Fig. 1: metal 1
Scale: 3 px per um. Supply wires on this layer in grey.
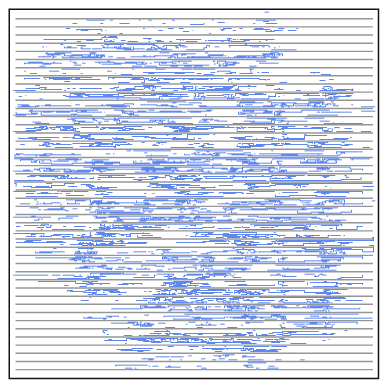
Fig. 2: met2 routing
Scale: 2 px per um. Cells faint in the background.
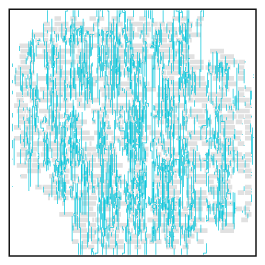
Fig. 3: the metal 3 layer
Scale: 3 px per um.
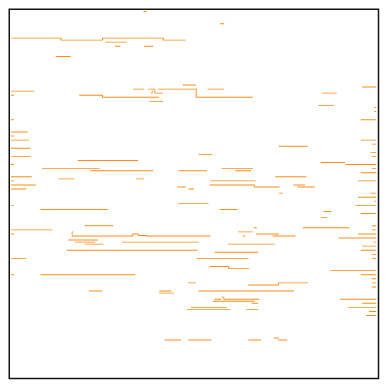
Fig. 4: signal wires on met4
Scale: 3 px per um. Supply wires on this layer in grey.
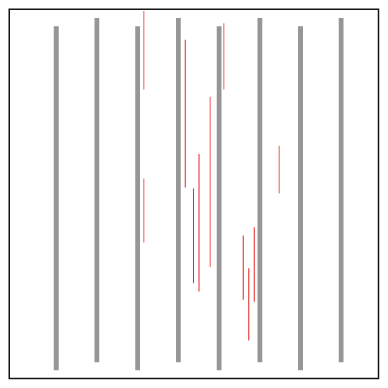
[config.mk]
export PLATFORM = sky130hd
export DESIGN_NAME = connection_block_cfg_loader
export DESIGN_NICKNAME = d
export VERILOG_FILES = /design/src/rtl/connection_block_cfg_loader.sv
export SDC_FILE = /design/constraint.sdc
export NUM_CORES = 1
export LEC_CHECK = 0
export CORE_MARGIN = 1.5
export CORE_UTILIZATION = 48
export DETAILED_ROUTE_END_ITERATION = 8
export HOLD_SLACK_MARGIN = 0.02
export PLACE_DENSITY_LB_ADDON = 0.25
export REMOVE_ABC_BUFFERS = 1
export SLEW_MARGIN = 10
export SYNTH_ARGS = -nofsm -noshare
export SYNTH_HDL_FRONTEND = slang
export SYNTH_SLANG_ARGS = --single-unit
[constraint.sdc]
create_clock -name clk -period 2.4 [get_ports clk]
set_input_delay 0.6 -clock clk [delete_from_list [all_inputs] [get_ports clk]]
set_output_delay 0.6 -clock clk [all_outputs]
set_load 0.01 [all_outputs]
[src/rtl/connection_block_cfg_loader.sv]
// connection_block_cfg_loader: assembles a streamed switch bitstream in a shadow register and commits it to c atomically
module connection_block_cfg_loader #(
  parameter int CFG_BITS = 88,
  parameter int DW       = 8
) (
  input  logic                clk,
  input  logic                rst_n,
  input  logic                start,
  input  logic                abort,
  input  logic                clear,
  input  logic [DW-1:0]       in_data,
  input  logic                in_valid,
  output logic                in_ready,
  output logic [CFG_BITS-1:0] c,
  output logic                busy,
  output logic                done,
  output logic                err
);
  localparam int NW = (CFG_BITS + DW - 1) / DW;
  localparam int CW = NW > 1 ? $clog2(NW) : 1;
  typedef enum logic [1:0] {IDLE, LOAD, COMMIT} state_t;
  state_t              state, state_n;
  logic [NW*DW-1:0]    shadow, shadow_n;
  logic [CW-1:0]       count, count_n;
  logic [CFG_BITS-1:0] c_n;
  logic                busy_n, done_n, err_n;
  assign in_ready = state == LOAD;
  always_ff @(posedge clk) begin
    if (!rst_n) begin
      state  <= IDLE;
      shadow <= '0;
      count  <= '0;
      c      <= '0;
      busy   <= 1'b0;
      done   <= 1'b0;
      err    <= 1'b0;
    end else begin
      state  <= state_n;
      shadow <= shadow_n;
      count  <= count_n;
      c      <= c_n;
      busy   <= busy_n;
      done   <= done_n;
      err    <= err_n;
    end
  end
  always_comb begin
    state_n  = state;
    shadow_n = shadow;
    count_n  = count;
    c_n      = c;
    busy_n   = busy;
    done_n   = 1'b0;
    err_n    = 1'b0;
    case (state)
      IDLE: begin
        if (clear) begin
          c_n      = '0;
          shadow_n = '0;
        end else if (start) begin
          count_n = '0;
          state_n = LOAD;
          busy_n  = 1'b1;
        end
      end
      LOAD: begin
        // abort outranks a simultaneous accept, so the word in flight is dropped
        if (abort) begin
          state_n = IDLE;
          busy_n  = 1'b0;
          err_n   = 1'b1;
        end else if (in_valid) begin
          shadow_n[count*DW +: DW] = in_data;
          count_n = count + 1'b1;
          state_n = count == CW'(NW - 1) ? COMMIT : LOAD;
        end
      end
      COMMIT: begin
        c_n     = shadow[CFG_BITS-1:0];
        done_n  = 1'b1;
        busy_n  = 1'b0;
        state_n = IDLE;
      end
      default: state_n = IDLE;
    endcase
  end
endmodule

==> design notes <==
Count of cell instances traversed by the critical path: 6. For this floorplan the total number of well-tap instances is 180. With the worst-case clock buffer depth at 2, the share of cells above drive strength 1 is 10.8%.

STA classifies the critical path endpoint as a flop. The depth of the most critical reg-to-reg path is 6. The most popular library cell in the synthesized design by count was sky130_fd_sc_hd__dfxtp_1. The final report lists a non-filler cell total of 964.

The area of the mapped netlist was 6860 sq um. The clock tree cell share of total cell area came out at 7.22%. The cell at the root of the clock tree is sky130_fd_sc_hd__clkbuf_16. The largest single stage delay on the critical path is 510 ps.

The final layout contains 794 nets. Counting only logic cells after layout, the most numerous master is sky130_fd_sc_hd__dfxtp_1. IR analysis of the VDD net gives a maximum drop of 470 uV. The OpenROAD report gives the critical path a required time of 2710 ps.

The group drawing the most power was registers. The clock reaches the later pin of the worst-skew pair after 430 ps. The total power of the final layout is 6550 uW. Measured along the y axis, the die boundary spans 123 um. Per the timing report, the achievable frequency comes out to 0.436 GHz.

Across the run, the number of max-cap violations was 0. Yosys reports that the most numerous cell types are sky130_fd_sc_hd__dfxtp_1, sky130_fd_sc_hd__nor2_1, sky130_fd_sc_hd__a22oi_1. The arithmetic-cell share of the synthesized area counting full adders, half adders and majority gates came out at 1.28%. TritonCTS built the clock tree.

The run gives 1,082 as the final-layout fill cell count. Per report_power, the Combinational row totals 445 uW. The logs give 464 ps for the worst hold slack and 0 ps for the final setup TNS. After synthesis, the largest family of logic cells by area is AND-OR/OR-AND gates.

The hold path depth works out to 1. The antenna diode instance count was 0. In this run the worst setup path terminates at shadow[63]. The most common logic cells in the final layout are sky130_fd_sc_hd__dfxtp_1, sky130_fd_sc_hd__clkdlybuf4s50_1, sky130_fd_sc_hd__nor2_1. Per the synthesis report, the single largest cell type by area occupies 54.0% of cell area. The relative contribution of the clock network to total power was 46.1%; the number of ordinary and repair buffers in the finished layout was 135.

The clock slew at the register clock pins of the worst setup and hold paths came out at 60 ps. Per the gpl log, the routability congestion estimate is 0.868. The synthesized design spends more area on one cell type than any other, namely sky130_fd_sc_hd__dfxtp_1. The worst path meets setup with 108 ps of slack.

The tools report the critical register-to-register path endpoint as shadow[63]. For the pin count of the biggest net entering global routing, the log shows 57. The first global-routing pass estimated 28,200 um of wire. The width of the die was 123 um; the area added between synthesis and finish was 29.0%.

The script computed a power per unit cell area of 740 nW/um^2. The path class of the tightest hold or removal check is flop to flop. For reference, the critical path is launched at count[1]. Cell internal power was estimated by the tool at 5090 uW. In this run the tightest slew margin relative to its limit is 54.6%.

In the final layout, the clock buffer count is 19. Standard cell with the maximum stage delay on the critical path: sky130_fd_sc_hd__dfxtp_1. Detailed placement reports a standard cell area of 8170 sq um.

The flow ran to the end, and the final reports show no timing, DRC or antenna violations. Power attributed to the clock group is 3020 uW. Of the total synthesized cell area, the portion taken by AND-OR and OR-AND cells is 23.6%.

For reference, XOR and XNOR gates occupy 0.401% of the area reported after synthesis. Setup slack on the worst reg-to-reg path comes out at 110 ps. Setup repair after global routing left no endpoint under its margin.

Actual slew at the worst max-slew pin: 681 ps. For the sequential group, total power comes out at 3080 uW. Per the Yosys statistics, synthesis produced 672 cells. For the total congestion overflow, the log shows 0. The flow reports that sequential cells draw 47.1% of the design power. Once detailed placement completed, the half-perimeter wirelength came to 12,000 um. In this design, the largest share of critical-path delay is due to AND-OR/OR-AND gates. The synthesis report lists the most area-consuming cells as sky130_fd_sc_hd__dfxtp_1, sky130_fd_sc_hd__a22oi_1, sky130_fd_sc_hd__nor2_1. The average instance area after synthesis is 10.2 sq um, and the via count of the first global-routing pass is 5,352. The launch point of the worst min-delay path is recorded as shadow[58].

With the number of standard cells after synthesis at 672, the share of synthesized registers carrying an async set or reset is 0%. The script computed the net switching share of total power as 22.3%. For the CTS sink count, the log shows 185. Endpoint with the worst hold slack: shadow[58]. Yosys reports a chip area of 6860 sq um. The run gives 2890 sq um for the multi-input logic area.
Back to the opening pictures, Fig. 1:
nets with wire on the layer = 718
main direction = horizontal
final routed wirelength across all metal layers: 17,700 um
met1 routing resource usage after global routing: 31.9%

Back to the opening pictures, Fig. 2:
nets with wire on the layer = 692
wire length on this layer = 8,490 um
main direction = vertical
longest straight run = 45.9 um
met2 usage in global routing: 38.9%
detailed-route via count: 5,703

Back to the opening pictures, Fig. 3:
longest straight run = 43.2 um
share of all routed wire = 5.8%
wire length on this layer = 1,030 um
nets with wire on the layer = 105
main direction = horizontal
met3 Use GR: 5.90%

Back to the opening pictures, Fig. 4:
share of all routed wire = 1.9%
nets with wire on the layer = 9
main direction = vertical
wire length on this layer = 336 um
longest straight run = 56.4 um

## layer usage
layer | GRT usage (%) | vias to the layer above | part of all wire [%]
li1 | - | 2710 | -
met1 | 31.9 | 2764 | 44
met2 | 38.9 | 203 | 48
met3 | 5.90 | 26 | 5.8
met4 | 8.87 | 0 | 1.9
met5 | 0 | - | 0
## timing repair
item | CTS | global route
hold buffers | 0 | 0
hold endpoints to repair | 0 | 0
setup endpoints to repair | 1 | 33
pin swaps | 0 | 1
resized | 1 | 5
buffers inserted | 0 | 1
## state kept, by name, summed over array words and instances (netlist names)
| register | flops |
|---|---|
| c | 88 |
| shadow | 88 |
| count | 4 |
| state | 2 |
| busy | 1 |
| done | 1 |
| err | 1 |
Power and IR drop assume default switching activity.
